<file path="src/rtl/keypad_pkg.sv">
// Shared constants for the keypad emulator and scanner benches: FSM encoding,
// key field slices and the counter width rule.
package keypad_pkg;

    typedef enum logic [2:0] {
        ST_IDLE    = 3'd0,
        ST_BNC_IN  = 3'd1,
        ST_HOLD    = 3'd2,
        ST_BNC_OUT = 3'd3,
        ST_GAP     = 3'd4
    } kp_state_e;

    localparam int KEY_ROW_HI = 3;
    localparam int KEY_ROW_LO = 2;
    localparam int KEY_COL_HI = 1;
    localparam int KEY_COL_LO = 0;

    function automatic logic [1:0] key_row(input logic [3:0] key);
        return key[KEY_ROW_HI:KEY_ROW_LO];
    endfunction

    function automatic logic [1:0] key_col(input logic [3:0] key);
        return key[KEY_COL_HI:KEY_COL_LO];
    endfunction

    // Wide enough for the longest phase so the counter can saturate instead of wrapping.
    function automatic int cnt_width(input int bounce_cyc, input int gap_cyc, input int hold_w);
        int max_v;
        max_v = 1 << hold_w;
        if (bounce_cyc > max_v) begin
            max_v = bounce_cyc;
        end else begin
            max_v = max_v;
        end
        if (gap_cyc > max_v) begin
            max_v = gap_cyc;
        end else begin
            max_v = max_v;
        end
        return $clog2(max_v) + 1;
    endfunction

endpackage

</file>
<file path="src/rtl/keypad_matrix_drive.sv">
// Combinational column drive for one closed key of a 4x4 active-low matrix.
module keypad_matrix_drive
    import keypad_pkg::*;
(
    input  logic       contact_s,
    input  logic [3:0] key_s,
    input  logic [3:0] row_s,
    output logic [3:0] col_s
);

    // Pull the key's column low only while its own row is being driven low.
    always_comb begin
        col_s = 4'b1111;
        if (contact_s && (row_s[key_row(key_s)] == 1'b0)) begin
            col_s[key_col(key_s)] = 1'b0;
        end else begin
            col_s = 4'b1111;
        end
    end

endmodule

</file>
<file path="src/rtl/keypad_emulator.sv">
// Keypad stand-in: presses one key for a commanded time, with contact bounce on
// make and break, and answers the scanner's row drive on the column lines.
module keypad_emulator
    import keypad_pkg::*;
#(
    parameter int BOUNCE_CYC = 8,
    parameter int BOUNCE_PER = 2,
    parameter int GAP_CYC    = 16,
    parameter int HOLD_W     = 8
) (
    input  logic              i_Clk,
    input  logic              i_Rst,
    input  logic              i_Req,
    input  logic [3:0]        i_Key,
    input  logic [HOLD_W-1:0] i_HoldCyc,
    input  logic [3:0]        i_Row,
    output logic [3:0]        o_Col,
    output logic              o_Busy,
    output logic              o_Done
);

    localparam int CNT_W = cnt_width(BOUNCE_CYC, GAP_CYC, HOLD_W);
    localparam int TOG_W = (BOUNCE_PER > 1) ? $clog2(BOUNCE_PER) : 1;
    localparam logic [CNT_W-1:0] BNC_LAST = CNT_W'((BOUNCE_CYC > 0) ? BOUNCE_CYC - 1 : 0);
    localparam logic [CNT_W-1:0] GAP_LAST = CNT_W'((GAP_CYC > 1) ? GAP_CYC - 1 : 0);
    localparam logic [CNT_W-1:0] CNT_MAX  = {CNT_W{1'b1}};
    localparam logic [TOG_W-1:0] TOG_LAST = TOG_W'((BOUNCE_PER > 1) ? BOUNCE_PER - 1 : 0);

    kp_state_e         state_r, state_s;
    logic [CNT_W-1:0]  cnt_r, cnt_s, cnt_inc_s, hold_last_s;
    logic [TOG_W-1:0]  tog_r, tog_s;
    logic              tog_wrap_s;
    logic              contact_r, contact_s;
    logic [3:0]        key_r, key_s;
    logic [HOLD_W-1:0] hold_r, hold_s;
    logic              busy_r, busy_s;
    logic              done_r, done_s;

    assign cnt_inc_s   = (cnt_r == CNT_MAX) ? cnt_r : cnt_r + CNT_W'(1);
    assign hold_last_s = CNT_W'(hold_r) - CNT_W'(1);
    assign tog_wrap_s  = (tog_r == TOG_LAST);

    // Next-state, counter reload on every state entry, bounce toggling and handshake flags.
    always_comb begin
        state_s   = state_r;
        cnt_s     = cnt_inc_s;
        tog_s     = tog_wrap_s ? {TOG_W{1'b0}} : tog_r + TOG_W'(1);
        contact_s = contact_r;
        key_s     = key_r;
        hold_s    = hold_r;
        case (state_r)
            ST_IDLE: begin
                cnt_s     = {CNT_W{1'b0}};
                tog_s     = {TOG_W{1'b0}};
                contact_s = 1'b0;
                if (i_Req) begin
                    key_s     = i_Key;
                    hold_s    = (i_HoldCyc == {HOLD_W{1'b0}}) ? HOLD_W'(1) : i_HoldCyc;
                    contact_s = 1'b1;
                    state_s   = (BOUNCE_CYC == 0) ? ST_HOLD : ST_BNC_IN;
                end else begin
                    state_s = ST_IDLE;
                end
            end
            ST_BNC_IN: begin
                if (cnt_r == BNC_LAST) begin
                    state_s   = ST_HOLD;
                    cnt_s     = {CNT_W{1'b0}};
                    tog_s     = {TOG_W{1'b0}};
                    contact_s = 1'b1;
                end else begin
                    contact_s = tog_wrap_s ? ~contact_r : contact_r;
                end
            end
            ST_HOLD: begin
                if (cnt_r == hold_last_s) begin
                    state_s   = (BOUNCE_CYC == 0) ? ST_GAP : ST_BNC_OUT;
                    cnt_s     = {CNT_W{1'b0}};
                    tog_s     = {TOG_W{1'b0}};
                    contact_s = 1'b0;
                end else begin
                    contact_s = 1'b1;
                end
            end
            ST_BNC_OUT: begin
                if (cnt_r == BNC_LAST) begin
                    state_s   = ST_GAP;
                    cnt_s     = {CNT_W{1'b0}};
                    tog_s     = {TOG_W{1'b0}};
                    contact_s = 1'b0;
                end else begin
                    contact_s = tog_wrap_s ? ~contact_r : contact_r;
                end
            end
            ST_GAP: begin
                contact_s = 1'b0;
                if (cnt_r == GAP_LAST) begin
                    state_s = ST_IDLE;
                    cnt_s   = {CNT_W{1'b0}};
                end else begin
                    state_s = ST_GAP;
                end
            end
            default: begin
                state_s   = ST_IDLE;
                cnt_s     = {CNT_W{1'b0}};
                tog_s     = {TOG_W{1'b0}};
                contact_s = 1'b0;
            end
        endcase
        // Done marks the last gap cycle; busy drops together with it.
        done_s = (state_s == ST_GAP) && (cnt_s == GAP_LAST);
        busy_s = (state_s != ST_IDLE) && !done_s;
    end

    // State, counters, contact and latched command.
    always_ff @(posedge i_Clk or negedge i_Rst) begin
        if (!i_Rst) begin
            state_r   <= ST_IDLE;
            cnt_r     <= {CNT_W{1'b0}};
            tog_r     <= {TOG_W{1'b0}};
            contact_r <= 1'b0;
            key_r     <= 4'h0;
            hold_r    <= {HOLD_W{1'b0}};
            busy_r    <= 1'b0;
            done_r    <= 1'b0;
        end else begin
            state_r   <= state_s;
            cnt_r     <= cnt_s;
            tog_r     <= tog_s;
            contact_r <= contact_s;
            key_r     <= key_s;
            hold_r    <= hold_s;
            busy_r    <= busy_s;
            done_r    <= done_s;
        end
    end

    assign o_Busy = busy_r;
    assign o_Done = done_r;

    keypad_matrix_drive u_drive (
        .contact_s (contact_r),
        .key_s     (key_r),
        .row_s     (i_Row),
        .col_s     (o_Col)
    );

endmodule

</file>
<file path="config.mk">
export PLATFORM = sky130hd
export DESIGN_NAME = keypad_emulator
export DESIGN_NICKNAME = d
export VERILOG_FILES = /design/src/rtl/keypad_pkg.sv /design/src/rtl/keypad_matrix_drive.sv /design/src/rtl/keypad_emulator.sv
export SDC_FILE = /design/constraint.sdc
export NUM_CORES = 1
export LEC_CHECK = 0
export CAP_MARGIN = 5
export CORE_AREA = 2 2 59 66
export DETAILED_ROUTE_END_ITERATION = 12
export DIE_AREA = 0 0 61 68
export PLACE_DENSITY = 0.85
export SKIP_LAST_GASP = 1
export SYNTH_ARGS = -nofsm -noshare
export SYNTH_HDL_FRONTEND = slang
export SYNTH_SLANG_ARGS = --single-unit
</file>
<file path="constraint.sdc">
create_clock -name i_Clk -period 2.5 [get_ports i_Clk]
set_input_delay 0.25 -clock i_Clk [delete_from_list [all_inputs] [get_ports i_Clk]]
set_output_delay 0.25 -clock i_Clk [all_outputs]
set_load 0.02 [all_outputs]
</file>
==> images/layers.png <==
Scale bar: 20 µm.
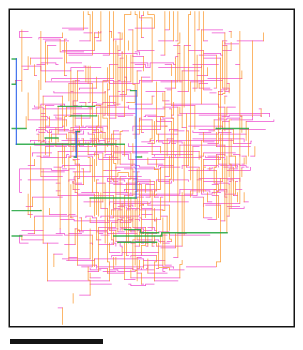
magenta -> M1  # wire length 1780 µm
blue -> M4  # wire length 46.9 µm
green -> M3  # wire length 114 µm
orange -> M2  # wire length 1960 µm

==> images/class_map.png <==
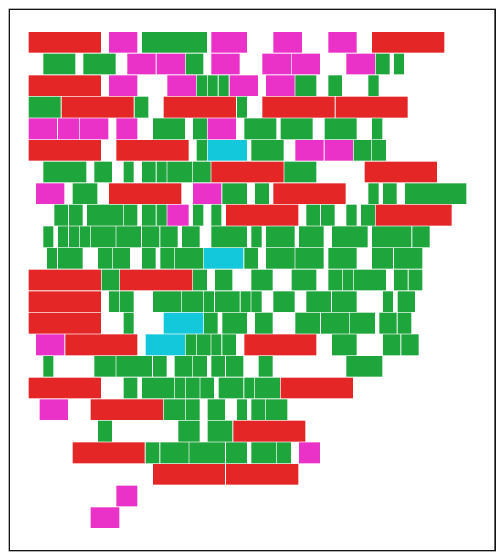
green -> remaining logic cells  # cells 152, share of their area 50%
red -> sequential cells  # cells 28, share of their area 34%
magenta -> remaining buffers and delay cells  # cells 29, share of their area 13%
cyan -> clock drivers and dummy loads  # cells 4, share of their area 2.6%

==> images/ff_map.png <==
Scale bar: 20 µm. Other sequential cells in the stronger gray, the rest of the logic in the fainter gray.
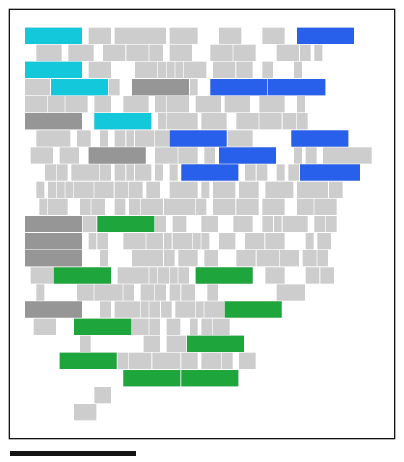
cyan -> key_r  # flops 4, where upper left
green -> cnt_r  # flops 9
blue -> hold_r  # flops 8
not colored = 7

==> impl_metrics.yaml <==
# yosys + openroad results
grt:
  antenna_found_initial: 0
  grt_pass1_wl_um: 6430
  grt_pass1_vias: 1448
synthesis:
  floorplan.nets: 213
  yosys-top-cells-count: "dfrtp_1, nor2_1, nand2_1"
  ys_warn_count: 0
  synth.distinct_cells: 53
  area_leaders: "dfrtp_1, mux2_2, xnor2_1, a21oi_1, nand3_1"
setup_path:
  critPathSlowestCell: "clkdlybuf4s50_1"
  path_max_fanout: 4
  arrival_ps: 2050
  max_stage_delay_ps: 530
  crit_end: "o_Col[1]"
  path_class: "reg2out"
  path_depth: 5
clock_network:
  cts_tree: "done"
  htree_num_levels: 1
  root_buffer: "clkbuf_8"
  cts_buffers: 3
  cts_resized: 0
  clk_latency_ps: 270
hold_path:
  hold_class: "in2async"
power_and_ir_drop:
  clkPwrFrac: 0.126
  comb_power_share: 0.472
  p_int_mw: 1.312
  seqPwrFrac: 0.403
  p_total_mw: 2.229
  ir_drop_uv: 579.6
drt:
  ant_nets: 0
  vias: 1535
  drt-total-wl_um: 3900
  drtIter0Drc: 81
  vias_per_cell: 5.837
timing:
  min_period_over_period: 0.9191
  setup_viol: 0
  drv_slew: 0
  fin_hold_ws_ps: 341.2
  worstMarginPinSlew_ps: 528.7
  max_freq_mhz: 435.2
  setup_tns_ps: 0
die:
  dieHeight_um: 68
  dieArea_um2: 4148
  fp-utilization: 0.5122
  dieWidth_um: 61
  core_um2: 3540
placed_design:
  dpl_cell_area_um2: 2085
  placedCellCount: 259
run:
  tool_warnings: 26
final_layout:
  fin_cells: 263
outcome:
  status: "complete, no violations"
==> images/route_heat.png <==
Scale bar: 20 µm. The die is cut into 12 by 14 equal tiles; dark blue is low, red is high, scaled to the fullest tile. Values are wire area over tile area, all layers added.
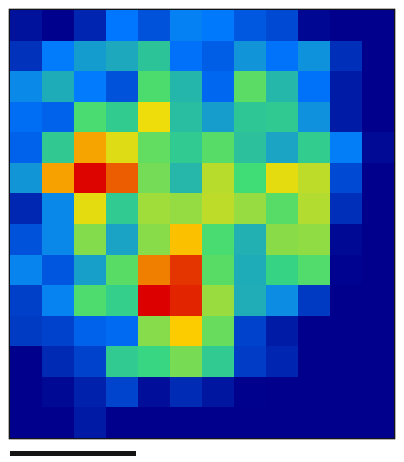
emptiest ninth of the die = lower right
densest ninth of the die = center
fullest tile = 0.49

==> images/congestion_map.png <==
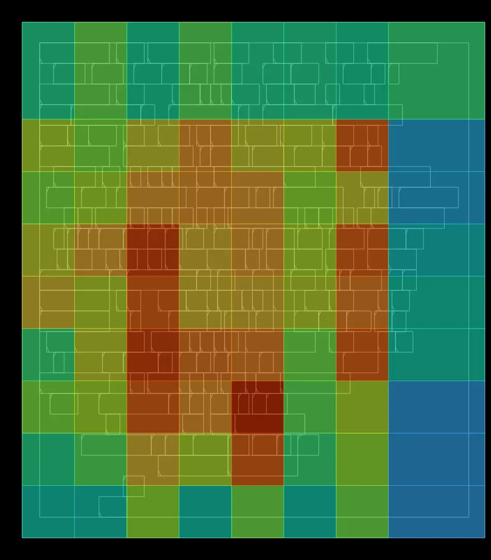
wire length per cell: 14.83 µm
Core Util, Final: 0.6073

-- registers in the layout (all words and copies together) (netlist names) --
register	cells
state_r	3
key_r	4
cnt_r	9
contact_r	1
hold_r	8
tog_r	1
o_Busy	1
o_Done	1
-- layer usage --
metal | track usage | up-vias | part of all wire
li1 | - | 746 | -
met3 | 0.03025 | 7 | 0.029
met1 | 0.2760 | 754 | 0.46
met2 | 0.3320 | 28 | 0.50
met5 | 0 | - | 0
met4 | 0.06522 | 0 | 0.012
-- cell type report --
cell class,instances,area [µm²]
timing repair buffer,29,280.3
fill,297,1390
clock buffer,4,55.05
sequential,28,701.9
inverter,7,26.28
tap,50,62.56
multi-input combinational,145,1023
